**Run 1: signal wires on met3**

Cells faint in the background.
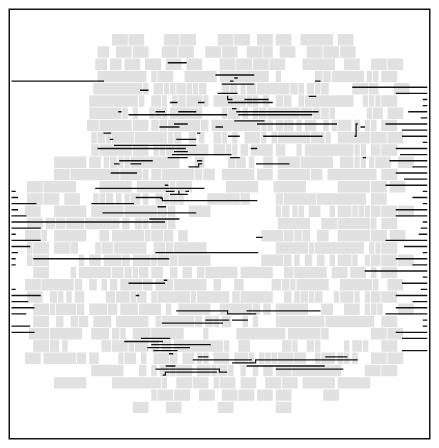
**Run 1: clock wiring as the flow saved it**

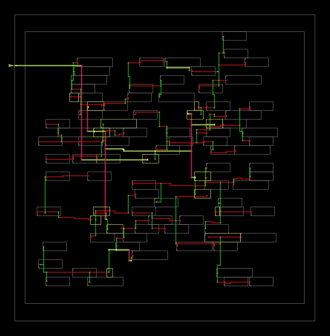
**Run 1: wiring heat map**

Scale bar: 20 um. 19 x 19 tiles, from white (low) to dark blue (high), scaled to the fullest tile. Values are wire area over tile area, all layers added.
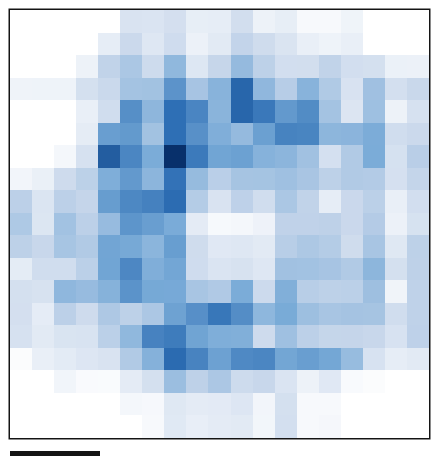
**Run 1: layout detail**

Region (26, 28) to (66, 68) um. Cells in grey, sequential cells in the stronger grey; small squares are vias.
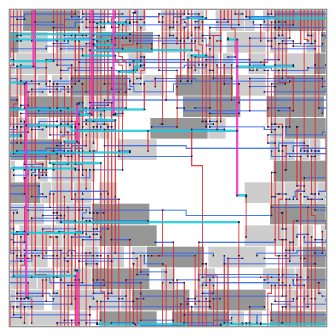
`config.mk`:
```
export PLATFORM = sky130hd
export DESIGN_NAME = operand_bank_flat
export DESIGN_NICKNAME = d
export VERILOG_FILES = /design/src/rtl/operand_bank_if.sv /design/src/rtl/operand_bank.sv /design/src/flat_wrapper.sv
export SDC_FILE = /design/constraint.sdc
export NUM_CORES = 1
export LEC_CHECK = 0
export ABC_AREA = 1
export CORE_AREA = 3 3 90 92
export CTS_CLUSTER_SIZE = 40
export DETAILED_ROUTE_END_ITERATION = 7
export DIE_AREA = 0 0 93 95
export MAX_ROUTING_LAYER = met4
export PLACE_DENSITY = 0.91
export SETUP_SLACK_MARGIN = 0.3
export SLEW_MARGIN = 20
export SYNTH_ARGS = -nofsm -noshare
export SYNTH_HDL_FRONTEND = slang
export SYNTH_SLANG_ARGS = --single-unit
```
`constraint.sdc`:
```
create_clock -name clk -period 6.5 [get_ports clk]
set_input_delay 1.95 -clock clk [delete_from_list [all_inputs] [get_ports clk]]
set_output_delay 1.95 -clock clk [all_outputs]
set_load 0.01 [all_outputs]
```
`src/rtl/operand_bank_if.sv`:
```
// Operand bank port bundle: operator controls in, operand views and status out.
// Latency: none (wires only).
// Backpressure: none; the button strobes are level signals and are edge-detected downstream.
// Ports: sw/mode select the operand; set_n/clr_n are the raw active-low buttons;
//        from_set is the load value; to_set/leds/operands/ptr/loaded/full/wr_stb are the bank's outputs.
interface operand_bank_if #(
    parameter int BITS = 16,
    parameter int NUM  = 4
);
    localparam int SEL_W = $clog2(NUM);

    logic [SEL_W-1:0]    sw;
    logic                mode;
    logic                set_n;
    logic                clr_n;
    logic [BITS-1:0]     from_set;
    logic [BITS-1:0]     to_set;
    logic [NUM*BITS-1:0] operands;
    logic [9:0]          leds;
    logic [SEL_W-1:0]    ptr;
    logic [NUM-1:0]      loaded;
    logic                full;
    logic                wr_stb;

    // Driver side (board / testbench).
    modport master (
        output sw, mode, set_n, clr_n, from_set,
        input  to_set, operands, leds, ptr, loaded, full, wr_stb
    );

    // Bank side.
    modport slave (
        input  sw, mode, set_n, clr_n, from_set,
        output to_set, operands, leds, ptr, loaded, full, wr_stb
    );
endinterface

```
`src/rtl/operand_bank.sv`:
```
// Bank of NUM operand registers loaded/cleared by debounced-edge button presses.
// Latency: button low at edge k is written at edge k+2; wr_stb is high in the cycle after that edge.
// Backpressure: none; a held button yields exactly one action, and release yields nothing.
// Ports: clk, rst (synchronous, active high) plus the operand_bank_if slave bundle.
//        to_set/leds show the selected operand; operands is the flattened bank (operand i at [i*BITS +: BITS]).
module operand_bank #(
    parameter int BITS = 16,
    parameter int NUM  = 4
) (
    input  logic          clk,
    input  logic          rst,
    operand_bank_if.slave bus
);
    localparam int SEL_W = $clog2(NUM);

    logic [BITS-1:0]  regs [NUM];
    logic [NUM-1:0]   loaded;
    logic [SEL_W-1:0] ptr;
    logic             wr_stb;

    // Two-flop synchronisers plus a history flop for edge detection.
    logic set_s1, set_s2, set_s3;
    logic clr_s1, clr_s2, clr_s3;
    logic set_p, clr_p;

    logic [SEL_W-1:0]  idx;
    logic              idx_ok;
    logic [BITS-1:0]   to_set;
    logic [BITS+9:0]   to_set_ext;

    assign set_p = set_s3 & ~set_s2;
    assign clr_p = clr_s3 & ~clr_s2;

    // Manual select may point past the bank when NUM is not a power of two;
    // such an index reads as zero and ignores the buttons. ptr is always in range.
    assign idx    = bus.mode ? ptr : bus.sw;
    assign idx_ok = (int'(idx) < NUM);

    always_comb begin
        to_set = '0;
        for (int i = 0; i < NUM; i++) begin
            if (idx_ok && (idx == SEL_W'(i))) begin
                to_set = regs[i];
            end
        end
    end

    always_comb begin
        bus.operands = '0;
        for (int i = 0; i < NUM; i++) begin
            bus.operands[i*BITS +: BITS] = regs[i];
        end
    end

    // Zero-extend before taking the LED slice so narrow BITS still works.
    assign to_set_ext = {10'b0, to_set};
    assign bus.leds   = to_set_ext[9:0];
    assign bus.to_set = to_set;
    assign bus.ptr    = ptr;
    assign bus.loaded = loaded;
    assign bus.full   = &loaded;
    assign bus.wr_stb = wr_stb;

    always_ff @(posedge clk) begin
        if (rst) begin
            // Sync chain reset to "released" so reset never manufactures an edge
            // and any edge already in flight is dropped.
            set_s1 <= 1'b1;
            set_s2 <= 1'b1;
            set_s3 <= 1'b1;
            clr_s1 <= 1'b1;
            clr_s2 <= 1'b1;
            clr_s3 <= 1'b1;
            for (int i = 0; i < NUM; i++) begin
                regs[i] <= '0;
            end
            loaded <= '0;
            ptr    <= '0;
            wr_stb <= 1'b0;
        end else begin
            set_s1 <= bus.set_n;
            set_s2 <= set_s1;
            set_s3 <= set_s2;
            clr_s1 <= bus.clr_n;
            clr_s2 <= clr_s1;
            clr_s3 <= clr_s2;
            wr_stb <= 1'b0;

            // Clear has priority over set when both edges land together.
            if (idx_ok && clr_p) begin
                wr_stb <= 1'b1;
                if (bus.mode) begin
                    for (int i = 0; i < NUM; i++) begin
                        regs[i] <= '0;
                    end
                    loaded <= '0;
                    ptr    <= '0;
                end else begin
                    for (int i = 0; i < NUM; i++) begin
                        if (idx == SEL_W'(i)) begin
                            regs[i]   <= '0;
                            loaded[i] <= 1'b0;
                        end
                    end
                end
            end else if (idx_ok && set_p) begin
                wr_stb <= 1'b1;
                for (int i = 0; i < NUM; i++) begin
                    if (idx == SEL_W'(i)) begin
                        regs[i]   <= bus.from_set;
                        loaded[i] <= 1'b1;
                    end
                end
                if (bus.mode) begin
                    ptr <= (ptr == SEL_W'(NUM - 1)) ? '0 : ptr + 1'b1;
                end
            end
        end
    end
endmodule

```
`src/flat_wrapper.sv`:
```
// flat-port wrapper written by rule: the top's interface ports become plain ports
module operand_bank_flat 
#(
    parameter int BITS = 16,
    parameter int NUM  = 4
)
  (clk, rst, bus_sw, bus_mode, bus_set_n, bus_clr_n, bus_from_set, bus_to_set, bus_operands, bus_leds, bus_ptr, bus_loaded, bus_full, bus_wr_stb);
  operand_bank_if #(.BITS(BITS), .NUM(NUM)) bus_i ();
  input  logic clk;
  input  logic rst;
  input wire logic [$bits(bus_i.sw)-1:0] bus_sw;
  input wire logic [$bits(bus_i.mode)-1:0] bus_mode;
  input wire logic [$bits(bus_i.set_n)-1:0] bus_set_n;
  input wire logic [$bits(bus_i.clr_n)-1:0] bus_clr_n;
  input wire logic [$bits(bus_i.from_set)-1:0] bus_from_set;
  output wire logic [$bits(bus_i.to_set)-1:0] bus_to_set;
  output wire logic [$bits(bus_i.operands)-1:0] bus_operands;
  output wire logic [$bits(bus_i.leds)-1:0] bus_leds;
  output wire logic [$bits(bus_i.ptr)-1:0] bus_ptr;
  output wire logic [$bits(bus_i.loaded)-1:0] bus_loaded;
  output wire logic [$bits(bus_i.full)-1:0] bus_full;
  output wire logic [$bits(bus_i.wr_stb)-1:0] bus_wr_stb;
  assign bus_i.sw = bus_sw;
  assign bus_i.mode = bus_mode;
  assign bus_i.set_n = bus_set_n;
  assign bus_i.clr_n = bus_clr_n;
  assign bus_i.from_set = bus_from_set;
  assign bus_to_set = bus_i.to_set;
  assign bus_operands = bus_i.operands;
  assign bus_leds = bus_i.leds;
  assign bus_ptr = bus_i.ptr;
  assign bus_loaded = bus_i.loaded;
  assign bus_full = bus_i.full;
  assign bus_wr_stb = bus_i.wr_stb;
  operand_bank #(.BITS(BITS), .NUM(NUM)) u_core (.clk(clk), .rst(rst), .bus(bus_i));
endmodule
```
==> run notes, run 1 <==
run metrics: GPL Wtd Cong 0.841, Dominant combinational family simple AND/OR/NAND/NOR gates, Worst-Margin Slew 845 ps, Post-Syn Area 0.00360 mm2, Routed Antenna Nets 0, final instance area 0.00495 mm2, max_cap viols 0, # DRC 0, Detailed Route Iter0 Violations 327, cell taking the most area after synthesis dfxtp_1, clk buf depth 2, internal reg-to-reg setup slack 4110 ps, dominant cells by area after synthesis dfxtp_1 34%, nand2_1 14%, edfxtp_1 13%, mux share 0%, first-pass GRT wire length 17.3 mm, Synth top cell by count nand2_1, Hold Startpoint u_core.clr_s1$_SDFF_PP1_, Mapped Avg Cell Area 8.54 um2, Max stage delay on crit path around 550 ps, Synth cell types 32, Placed Cells 614, global route hottest layer met2, post-layout period usage of the worst path between 80% and 90%, CP Max Fanout 17, xor/xnor share 0%, clk sinks slightly below 80, critical path, cell by cell clkdlybuf4s50_1, nand2_4, nand2_8, inv_4, nand2_4, inv_2, nand2_1, nand4_1, clkdlybuf4s50_1, GR Util All Layers 25.7%, Synth Flop Type dfxtp_1, total power 1.03 mW, DR WL met3 933 um, Critical Path Start Type primary input, met3 global-route usage ~4.5%, simple share roughly a third, setup repair after global routing missed its margin no, Final Slew Violations 0, post-route core utilization 67.9%, Worst VDD drop 118 uV, Chip Area 0.00884 mm2, post-CTS setup-driven buffer insertion count 0, worst relative slew slack a little over two fifths, grt total ovfl 0, vias per cell 5.70, met1 usage 30.2%, initial antenna violation count 0, top logic cells by instance count in the layout 137 x nand2_1, 119 x clkdlybuf4s50_1, 61 x dfxtp_1, clk root buf clkbuf_8, core region area between 0.007 and 0.008 mm2, Fin. Hold Viols 0, die height 95 um, Buf/Inv on CP 4, most frequent logic cell in the layout nand2_1, status completed, M1 wire length 4.28 mm, crit path launch bus_sw[1], routed vias 3591, Max Fclk 172 MHz, yosys stat cell total around 420, filler instances between 500 and 600
-- 'signal wires on met3' (at the start) --
nets with wire on the layer: 103
share of all routed wire: 8.4%
main direction: horizontal
longest straight run: 33.8 um
wire length on this layer: 934 um

-- 'clock wiring as the flow saved it' (at the start) --
CTS Buf Count: 9
flop count: 77
clock skew: 11.5 ps
CLK BUF: 10
Worst-Skew Late Latency: 340 ps

-- 'wiring heat map' (at the start) --
mean over tiles: 0.21
nearly empty tiles: 14%
tiles over half the peak: 15%

-- 'layout detail' (at the start) --
| colour | layer |
|---|---|
| magenta | met4 |
| blue | met1 |
| red | met2 |
| cyan | met3 |
sequential cells in the window: 24
most frequent: nand2_1 (24), dfxtp_1 (24), a21oi_1 (20)
netlist names of flops here include: u_core.regs (21), u_core.bus.loaded (3)
cells with their middle in the window: 128

[run 1: report_power, final]
part / switching, mW / total [mW] / internal (mW)
logic: 0.0724 / 0.132 / 0.0594
clock network: 0.174 / 0.390 / 0.216
registers: 0.00753 / 0.507 / 0.499
[run 1: registers in the layout (all words and copies together) (netlist names)]
signal,cells
u_core.regs,64
u_core.bus.loaded,4
u_core.bus.ptr,2
u_core.bus.wr_stb,1
u_core.clr_s1,1
u_core.clr_s2,1
u_core.clr_s3,1
u_core.set_s1,1
u_core.set_s2,1
u_core.set_s3,1
[run 1: final cells by class]
class,instances,area share (%)
Clock buffer,10,2.58
Clock inverter,6,1.72
Inverter,13,1.14
Multi-Input combinational cell,300,32.6
Sequential cell,77,34.4
Tap cell,99,2.50
Timing Repair Buffer,125,25.1
**Run 1: clock distribution**

Scale bar: 20 um.
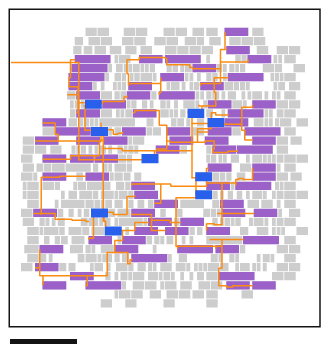

==> run 2: changes to the inputs <==
--- a/config.mk
+++ b/config.mk
@@ -12,6 +12,7 @@
 export DIE_AREA = 0 0 93 95
 export MAX_ROUTING_LAYER = met4
 export PLACE_DENSITY = 0.91
+export RECOVER_POWER = 50
 export SETUP_SLACK_MARGIN = 0.3
 export SLEW_MARGIN = 20
 export SYNTH_ARGS = -nofsm -noshare
**Run 2: clock distribution**

Scale bar: 20 um.
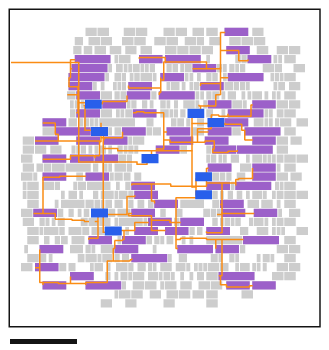
[orange] clock wires | length: 851 um
[blue] cells driving clock nets | count: 9
[purple] flip-flops | count: 77
routed clock nets: 10
clock skew: 9.94 ps
Clk power: 391 uW
Clk pwr share: 38.2%

**Run 2: layout detail**

Region (26, 28) to (66, 68) um. Cells in grey, sequential cells in the stronger grey; small squares are vias.
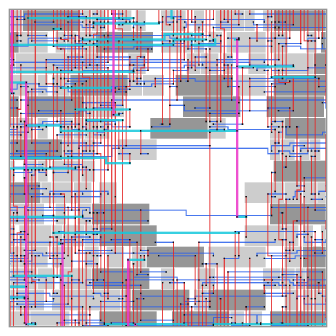
| colour | layer |
|---|---|
| red | met2 |
| cyan | met3 |
| magenta | met4 |
| blue | met1 |
sequential cells in the window: 24
cells with their middle in the window: 128
most frequent: nand2_1 (24), dfxtp_1 (24), a21oi_1 (20)
netlist names of flops here include: u_core.regs (21), u_core.bus.loaded (3)

==> run notes, run 2 <==
run metrics: Synth top cell by count nand2_1, final instance area 0.00493 mm2 (-0.40%), Dominant combinational family simple AND/OR/NAND/NOR gates, status completed, Worst-Margin Slew 1050 ps (+209 ps), Mapped Avg Cell Area 8.54 um2 (unchanged), CP Max Fanout 9 (-8), vias per cell 5.67 (-0.56%), internal reg-to-reg setup slack 3840 ps (-270 ps), M1 wire length 4.33 mm (+1.1%), max_cap viols 0 (unchanged), post-layout period usage of the worst path 90.5% (+1.0 points), Comb group 127 uW (-4%), clk buf depth 2 (unchanged), die height 95 um (unchanged), Worst VDD drop 118 uV (-0.24%), Final Slew Violations 0 (unchanged), Critical Path Start Type primary input, xor/xnor share 0% (unchanged), most frequent logic cell in the layout nand2_1, yosys stat cell total 422 (unchanged), cell taking the most area after synthesis dfxtp_1, total sequential power 506 uW (about the same), setup repair after global routing missed its margin no, total power 1.02 mW (-0.48%), Most flops, register u_core.regs, DR WL met3 987 um (+5.8%), Internal 770 uW (-0.62%), first-pass GRT wire length 17.3 mm (unchanged), critical path, cell by cell clkbuf_1, inv_4, nand2_4, nand2_8, nor2_2, clkbuf_1, nand2_1, nand4_1, clkdlybuf4s50_1, routed vias 3571 (-0.56%), Buf/Inv on CP 4 (unchanged), PortBufs between 100 and 150, combinational share of power 12.4% (-0.4 points), CTS Buf Count 9 (unchanged), post-CTS setup-driven buffer insertion count 0 (unchanged), Worst-Skew Late Latency 340 ps (about the same), site row count 31, filler instances 594 (+1.2%), share of power burned in registers 49.4% (about the same), Synth flops 77, dominant cells by area after synthesis dfxtp_1 34%, nand2_1 14%, edfxtp_1 13%, Synth cell types 32 (unchanged), largest registers u_core.regs: 64 flops, u_core.bus.loaded: 4 flops, u_core.bus.ptr: 2 flops, top logic cells by instance count in the layout 138 x nand2_1, 73 x dlygate4sd3_1, 61 x dfxtp_1, Max stage delay on crit path 550 ps (about the same), Top-area cell share 33.9%, Max Fclk 170 MHz (-1.1%), Placed Cells 614 (unchanged), highest-power group registers, Chip Area 0.00884 mm2 (unchanged), clk sinks 77 (unchanged), GR Util All Layers 25.7% (unchanged), clk root buf clkbuf_8, Detailed Route Iter0 Violations 295 (-9.8%), Post-DP HPWL 7.61 mm, # DRC 0 (unchanged), met3 global-route usage 4.46% (unchanged), post-route core utilization 67.6% (-0.27 points), GPL Wtd Cong 0.841 (unchanged), net switching fraction of the power 24.8% (+0.10 points), grt total ovfl 0 (unchanged), initial antenna violation count 0 (unchanged), core region area 0.00729 mm2 (unchanged), Post-Place Cell Area 0.00473 mm2, Routed Antenna Nets 0 (unchanged), met1 usage 30.2% (unchanged), Psw 254 uW (about the same), Fin. Hold Viols 0 (unchanged), mux share 0% (unchanged), Post-Syn Area 0.00360 mm2 (unchanged)
## run 2: path summary, 6_finish.rpt
kind / cells after the start / end / start
worst max register to register: 8 / u_core.regs[1][15]$_DFFE_PP_ / u_core.bus.ptr[0]$_SDFFE_PP0P_
worst min register to register: 1 / u_core.clr_s2$_SDFF_PP1_ / u_core.clr_s1$_SDFF_PP1_
worst max-delay path: 9 / bus_to_set[9] / bus_mode
worst min-delay path: 1 / u_core.clr_s2$_SDFF_PP1_ / u_core.clr_s1$_SDFF_PP1_
## run 2: layout make-up
type	instances	area [um2]	area share (%)
clock buffers	10	128	2.59
clock inverters	6	85.1	1.73
flip-flops and latches	77	1700	34.5
inverters	13	56.3	1.14
well taps	99	124	2.51
multi-input cells	300	1610	32.6
repair buffers	125	1230	24.9
**Run 2: wiring heat map**

Scale bar: 20 um. 19 x 19 tiles, from white (low) to dark blue (high), scaled to the fullest tile. Values are wire area over tile area, all layers added.
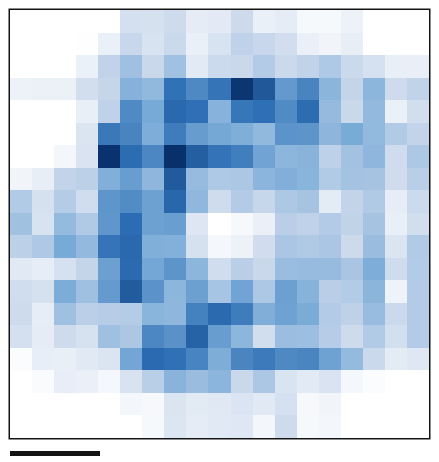

==> run 3: changes to the inputs <==
--- a/config.mk
+++ b/config.mk
@@ -6,10 +6,10 @@
 export NUM_CORES = 1
 export LEC_CHECK = 0
 export ABC_AREA = 1
-export CORE_AREA = 3 3 90 92
+export CORE_AREA = 2 2 89 91
 export CTS_CLUSTER_SIZE = 40
 export DETAILED_ROUTE_END_ITERATION = 7
-export DIE_AREA = 0 0 93 95
+export DIE_AREA = 0 0 91 93
 export MAX_ROUTING_LAYER = met4
 export PLACE_DENSITY = 0.91
 export RECOVER_POWER = 50
**Run 3: wiring heat map**

Scale bar: 20 um. 18 x 19 tiles, from white (low) to dark blue (high), scaled to the fullest tile. Values are wire area over tile area, all layers added.
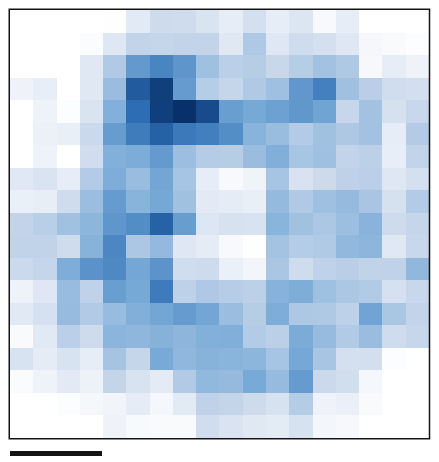
nearly empty tiles: 11%
densest ninth of the die: top centre
tiles over half the peak: 14%
fullest tile: 0.77
mean over tiles: 0.22

==> run notes, run 3 <==
run metrics: status completed, Detailed Route Iter0 Violations 277 (-6.1%), CTS Buf Count 9 (unchanged), Buf/Inv on CP 4 (unchanged), Placed Cells 618 (+0.65%), met1 usage 30.0% (-0.17 points), most frequent logic cell in the layout nand2_1, max_cap viols 0 (unchanged), initial antenna violation count 0 (unchanged), Worst Hold Depth 1 (unchanged), filler instances 632 (+6.4%), largest registers u_core.regs: 64 flops, u_core.bus.loaded: 4 flops, u_core.bus.ptr: 2 flops, Worst-Skew Late Latency 360 ps (+20 ps), Post-Syn Area 0.00360 mm2 (unchanged), Max stage delay on crit path 570 ps (+20 ps), Max Fclk 169 MHz (-0.62%), yosys stat cell total 422 (unchanged), GPL Wtd Cong 0.860 (+2.2%), Highest Signal Layer met4, Dominant combinational family simple AND/OR/NAND/NOR gates, grt total ovfl 0 (unchanged), critical path, cell by cell clkbuf_1, inv_4, nand2_4, nand2_8, nor2_2, clkbuf_1, nand2_1, nand4_1, clkdlybuf4s50_1, M1 wire length 4.22 mm (-2.6%), PortBufs 120 (unchanged), Worst VDD drop 112 uV (-5.1%), met3 global-route usage 4.03% (-0.43 points), reg2reg end u_core.regs[1][0]$_DFFE_PP_, worst relative slew slack 29.9%, first-pass GRT wire length 17.2 mm (-1.0%), clk root buf clkbuf_8, 1st-pass router iterations 6, crit path launch bus_mode, Top-area cell share 33.9% (unchanged), dominant cells by area after synthesis dfxtp_1 34%, nand2_1 14%, edfxtp_1 13%, R2R depth 8 (unchanged), clk sinks 77 (unchanged), met2 wire len 5.49 mm, register area 0.00170 mm2 (unchanged), Post-DP HPWL 7.48 mm (-1.7%), Critical Path End bus_to_set[13], CP Max Fanout 9 (unchanged), simple share 31.5%, clock skew 11.4 ps (+1.50 ps), cell count along the critical path 9 (unchanged), clk buf depth 2 (unchanged), die height 93 um (-2.1%), # DRC 0 (unchanged), cell taking the most area after synthesis dfxtp_1, internal reg-to-reg setup slack 3760 ps (-80 ps), Critical Path Start Type primary input, Hold Startpoint u_core.clr_s1$_SDFF_PP1_, Chip Area 0.00846 mm2 (-4.2%), Hold Crit Endpoint u_core.clr_s2$_SDFF_PP1_, total power 987 uW (-3.6%), Mapped Avg Cell Area 8.54 um2 (unchanged), post-route core utilization 65.4% (-2.2 points), xor/xnor share 0% (unchanged), DR WL met3 861 um (-13%), global route hottest layer met2, top logic cells by instance count in the layout 138 x nand2_1, 73 x dlygate4sd3_1, 61 x dfxtp_1, post-CTS sizing 0, Worst-Margin Slew 1050 ps (-4.41 ps), Synth flops 77 (unchanged), Synth top cell by count nand2_1, FP Core Util a little under half, routed vias 3563 (-0.22%), Post-Place Cell Area 0.00474 mm2 (+0.24%), core region area 0.00753 mm2 (+3.2%), post-layout period usage of the worst path 91.1% (+0.57 points), Final Slew Violations 0 (unchanged), setup repair after global routing missed its margin no, site row count 32 (+3.2%), Most flops, register u_core.regs, GR Util All Layers 26.6% (+0.82 points), logic area 0.00161 mm2 (unchanged), worst r2r src u_core.bus.ptr[0]$_SDFFE_PP0P_, mux share 0% (unchanged), final instance area 0.00492 mm2 (-0.13%), Synth cell types 32 (unchanged), Fin. Hold Viols 0 (unchanged), post-CTS setup-driven buffer insertion count 0 (unchanged)
**Run 3: clock distribution**

Scale bar: 20 um.
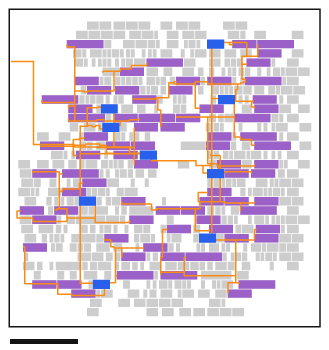
[blue] cells driving clock nets | count: 9
[purple] flip-flops | count: 77
[orange] clock wires | length: 922 um
routed clock nets: 10

==> run 3: cell counts after synthesis <==
Identical to the previous run, type by type.
==> run 3: power breakdown <==
| part | internal [mW] | total, mW | switching, mW | leakage (nW) |
|---|---|---|---|---|
| registers | 0.499 | 0.506 | 0.00715 | 0.662 |
| logic | 0.0551 | 0.126 | 0.0713 | 1.20 |
| clock network | 0.171 | 0.354 | 0.183 | 0.0925 |
| total | 0.725 | 0.987 | 0.262 | 1.95 |
==> run 3: final cells by class <==
type                    count  share of cell area [%]
multi-input cells         300                    32.6
repair buffers            126                    25.1
clock buffers              11                    3.30
inverters                  13                    1.14
clock inverters             5                   0.661
flip-flops and latches     77                    34.6
well taps                 102                    2.59
No activity file was given, so power comes from the tool's default toggle rates.
